### src/rtl/mips_cpu_pkg.sv
// Shared MIPS CPU definitions: fetch FSM states, reset vector, word size.
// Also used by the instruction-memory bus models.
package mips_cpu_pkg;

  typedef enum logic [1:0] {
    IFU_IDLE,
    IFU_REQ,
    IFU_HOLD,
    IFU_HALTED
  } ifu_state_t;

  localparam logic [31:0] RESET_VECTOR_DEFAULT = 32'hBFC0_0000;
  localparam logic [31:0] INSTR_BYTES          = 32'd4;

  // Force a byte address onto a word boundary.
  function automatic logic [31:0] word_align(input logic [31:0] addr);
    return {addr[31:2], 2'b00};
  endfunction

endpackage

### src/rtl/instruction_fetch_unit.sv
// Instruction fetch unit: owns the PC, issues one read at a time on the
// instruction-memory bus (waitrequest handshake) and hands each word to
// decode with valid/ready. Execute can redirect the PC at any time.
// Optional feature macro: IFU_HALT_DETECT_EN -- entering a fetch of address 0
// halts the unit (active=0) until reset.
module instruction_fetch_unit
  import mips_cpu_pkg::*;
#(
  parameter logic [31:0] RESET_VECTOR = RESET_VECTOR_DEFAULT
) (
  input  logic        clk,
  input  logic        reset_n,
  output logic [31:0] mem_address,
  output logic        mem_read,
  input  logic        mem_waitrequest,
  input  logic [31:0] mem_readdata,
  output logic [31:0] instruction,
  output logic        instruction_valid,
  input  logic        instruction_ready,
  output logic [31:0] program_counter,
  input  logic        redirect_valid,
  input  logic [31:0] redirect_target,
  output logic        active
);

  ifu_state_t  r_state, w_state_nxt;
  logic [31:0] r_pc, w_pc_nxt;
  logic        r_pend, w_pend_nxt;
  logic [31:0] r_tgt, w_tgt_nxt;
  logic [31:0] r_instr;
  logic [31:0] r_prog_counter;
  logic        r_valid;
  logic        w_load;
  logic        w_vld_clr;
  logic        w_halt;

  // The request is a pure function of state, so an async reset drops it at once.
  assign mem_read          = (r_state == IFU_REQ);
  assign mem_address       = r_pc;
  assign instruction       = r_instr;
  assign instruction_valid = r_valid;
  assign program_counter   = r_prog_counter;

  // FSM state register.
  always_ff @(posedge clk or negedge reset_n) begin
    if (!reset_n) r_state <= IFU_IDLE;
    else          r_state <= w_state_nxt;
  end

  // Next state, next PC and redirect bookkeeping.
  always_comb begin
    w_state_nxt = r_state;
    w_pc_nxt    = r_pc;
    w_pend_nxt  = r_pend;
    w_tgt_nxt   = r_tgt;
    w_load      = 1'b0;
    w_vld_clr   = 1'b0;
    w_halt      = 1'b0;
    case (r_state)
      IFU_IDLE: w_state_nxt = IFU_REQ;
      IFU_REQ: begin
        if (!mem_waitrequest) begin
          // A redirect seen now or during the stall makes the returned word stale.
          if (redirect_valid) begin
            w_pc_nxt   = word_align(redirect_target);
            w_pend_nxt = 1'b0;
          end else if (r_pend) begin
            w_pc_nxt   = r_tgt;
            w_pend_nxt = 1'b0;
          end else begin
            w_load      = 1'b1;
            w_state_nxt = IFU_HOLD;
          end
        end else if (redirect_valid) begin
          // Address must not change mid-request; remember the newest target.
          w_pend_nxt = 1'b1;
          w_tgt_nxt  = word_align(redirect_target);
        end
      end
      IFU_HOLD: begin
        if (redirect_valid) begin
          w_pc_nxt    = word_align(redirect_target);
          w_vld_clr   = 1'b1;
          w_state_nxt = IFU_REQ;
        end else if (instruction_ready) begin
          w_pc_nxt    = r_pc + INSTR_BYTES;
          w_vld_clr   = 1'b1;
          w_state_nxt = IFU_REQ;
        end
      end
      IFU_HALTED: w_state_nxt = IFU_HALTED;
      default:    w_state_nxt = IFU_IDLE;
    endcase
`ifdef IFU_HALT_DETECT_EN
    // Never issue a read to address 0: park instead.
    if ((w_state_nxt == IFU_REQ) && (w_pc_nxt == 32'h0)) begin
      w_halt      = 1'b1;
      w_state_nxt = IFU_HALTED;
    end
`endif
  end

  // PC, pending redirect and the word presented to decode.
  always_ff @(posedge clk or negedge reset_n) begin
    if (!reset_n) begin
      r_pc           <= RESET_VECTOR;
      r_pend         <= 1'b0;
      r_tgt          <= '0;
      r_instr        <= '0;
      r_prog_counter <= RESET_VECTOR;
      r_valid        <= 1'b0;
    end else begin
      r_pc   <= w_pc_nxt;
      r_pend <= w_pend_nxt;
      r_tgt  <= w_tgt_nxt;
      if (w_load) begin
        r_instr        <= mem_readdata;
        r_prog_counter <= r_pc;
        r_valid        <= 1'b1;
      end else if (w_vld_clr) begin
        r_valid <= 1'b0;
      end
    end
  end

`ifdef IFU_HALT_DETECT_EN
  logic r_active;

  // Sticky halt flag, cleared only by reset.
  always_ff @(posedge clk or negedge reset_n) begin
    if (!reset_n)    r_active <= 1'b1;
    else if (w_halt) r_active <= 1'b0;
  end

  assign active = r_active;
`else
  logic w_unused_halt;
  assign w_unused_halt = w_halt;
  assign active        = 1'b1;
`endif

endmodule

### config.mk
export PLATFORM = sky130hd
export DESIGN_NAME = instruction_fetch_unit
export DESIGN_NICKNAME = d
export VERILOG_FILES = /design/src/rtl/mips_cpu_pkg.sv /design/src/rtl/instruction_fetch_unit.sv
export SDC_FILE = /design/constraint.sdc
export NUM_CORES = 1
export LEC_CHECK = 0
export CORE_MARGIN = 2
export CORE_UTILIZATION = 40
export DETAILED_ROUTE_END_ITERATION = 8
export PLACE_DENSITY = 0.67
export RECOVER_POWER = 50
export SKIP_LAST_GASP = 1
export SYNTH_ARGS = -nofsm -noshare
export SYNTH_HDL_FRONTEND = slang
export SYNTH_SLANG_ARGS = --single-unit
### constraint.sdc
create_clock -name clk -period 3.6 [get_ports clk]
set_input_delay 0.36 -clock clk [delete_from_list [all_inputs] [get_ports clk]]
set_output_delay 0.36 -clock clk [all_outputs]
set_load 0.01 [all_outputs]
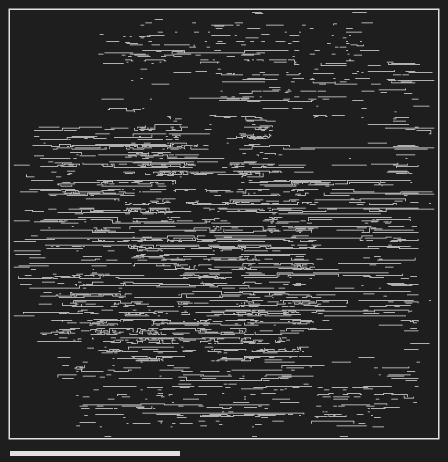
*M1 wires*
Scale bar: 50 um.
636 nets have wire on it. The wires run mostly horizontal.
GR Util met1: 26.23%
total vias in the final route: 4600

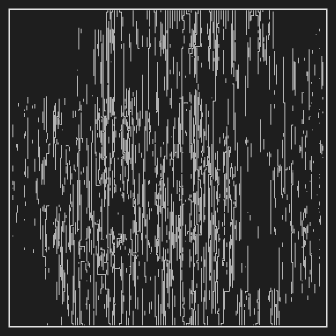
*The metal 2 layer*
The layer holds 48% of the routed length. The longest straight run is 40.1 um. 631 nets have wire on it.
M2 GR Usage: 30.52%
WL final: 14.94 mm

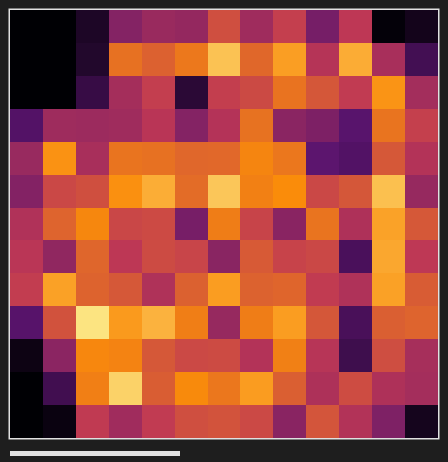
*Placement density heat map*
Scale bar: 50 um. The die is cut into 13 by 13 equal tiles; black is low, pale yellow is high, 0 to 100% covered.
The fullest tile reaches 94%. 5.3% of the tiles are nearly empty. The mean over all tiles is 51%.
fp util: 40.87%
final core utilization: 56.61%

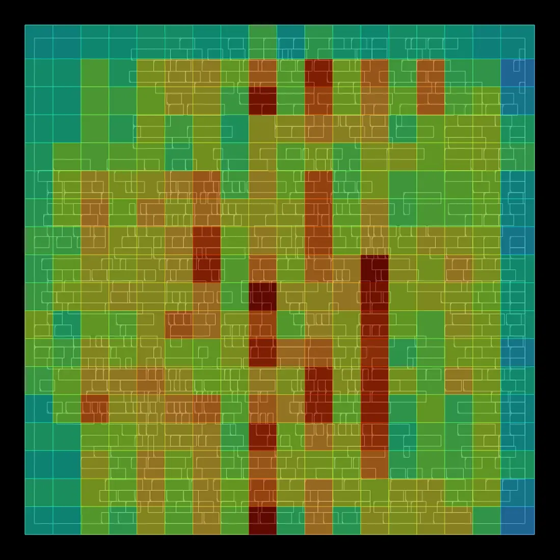
*Track usage over the die*
busiest grt layer: met2
grt met3 use: 4.163%
Routed WL per cell: 17.47 um
GRT Total Usage: 19.57%

==> Yosys cell counts (all sizes together), types with 9 or more instances <==
| cell type | instances |
|---|---|
| clkbuf | 14 |
| a211oi | 12 |
| nor3 | 11 |
| mux2 | 92 |
| nand3 | 11 |
| nor2 | 30 |
| o21ai | 23 |
| a21oi | 33 |
| nand2 | 18 |
| buf | 22 |
| dfrtp | 108 |
| dfstp | 18 |
| nand4 | 9 |
| inv | 10 |
==> cell families after synthesis <==
logic type | after synthesis | share of synthesized area, %
flip-flops | 126 | 53.66
AND-OR/OR-AND | 125 | 13.81
AND/OR/NAND/NOR | 100 | 9.239
multiplexers | 94 | 17.84
buffers and inverters | 47 | 4.334
adder cells (fa/ha/maj) | 4 | 0.8457
other | 2 | 0.1269
XOR/XNOR | 1 | 0.1480
==> layer usage <==
metal  track usage (%)  up-vias  routed length [um]
li1                  -     2167                   -
met1             26.23     2268                6668
met2             30.52      143                7168
met3             4.163       22                 771
met4             9.216        0                 332
met5                 0        -                   0
==> stage by stage <==
stage	util, %	cell area (um^2)
global placement	52.80	7645
floorplan	-	5929
global route	56.61	8197
detailed placement	52.80	7645
finish	56.61	8197
CTS	56.71	8212
==> sequential cells by signal, indices dropped and copies added, names as in the netlist <==
name and cells:
instruction 32, program_counter 30, r_state 2, r_tgt 30, r_pend 1, instruction_valid 1
mem_address 30
==> critical path, cell delays in order (launching register included) <==
cell and delay [ns]:
dfrtp_1 0.42, inv_1 0.08, ha_1 0.16, nor3b_1 0.63, a211o_1 0.70, buf_4 0.35
a21oi_1 0.06, o22a_1 0.22
==> run summary <==
run metrics: Non-clock buffer share 20.62%, Pins Over Slew Limit 80, YS chip area 0.005918 mm^2, Final setup viols 0, clock network area share 6.915%, run status finished with violations, vias in the first global route 4649, sequential share of power 38.4%, die area 0.01578 mm^2, Flops 126, top cells by area dfrtp_1 46%, mux2_1 12%, dfstp_2 8.0%, Hold Path Sink instruction[26], ys flop type dfrtp_1, clock buffer count 24, Max-cap violations 1, filler instances 1205, Final Non-Filler Cells 855, Peak VDD IR 0.3475 mV, RSZ-0062 raised after global routing false, n_taps 184, layout cell share with drive strength beyond 1 14.31%, Hold Path Origin instruction[26], cell count in the Yosys report 499, relative slew slack -35.91%, Worst Reg-to-Reg Cells 7, initial antenna violation count 0, post-layout minimum cycle time 2.728 ns, IO buf count 160, leakage 3.388 nW, Mapped Area 0.005918 mm^2, violated checks capacitance limit, slew limit, Synth async-reset ratio 100.0%, library cells used by synthesis 64, crit path from r_state[0], num ports 168, ANT nets after route 0, largest class sequential cells, Clk pwr share 23.3%, CP Capture Type register, total iterations of the first detailed-routing run 4, net switching power 2.361 mW, number of enable flip-flop cells 0
No activity file was given, so power comes from the tool's default toggle rates.
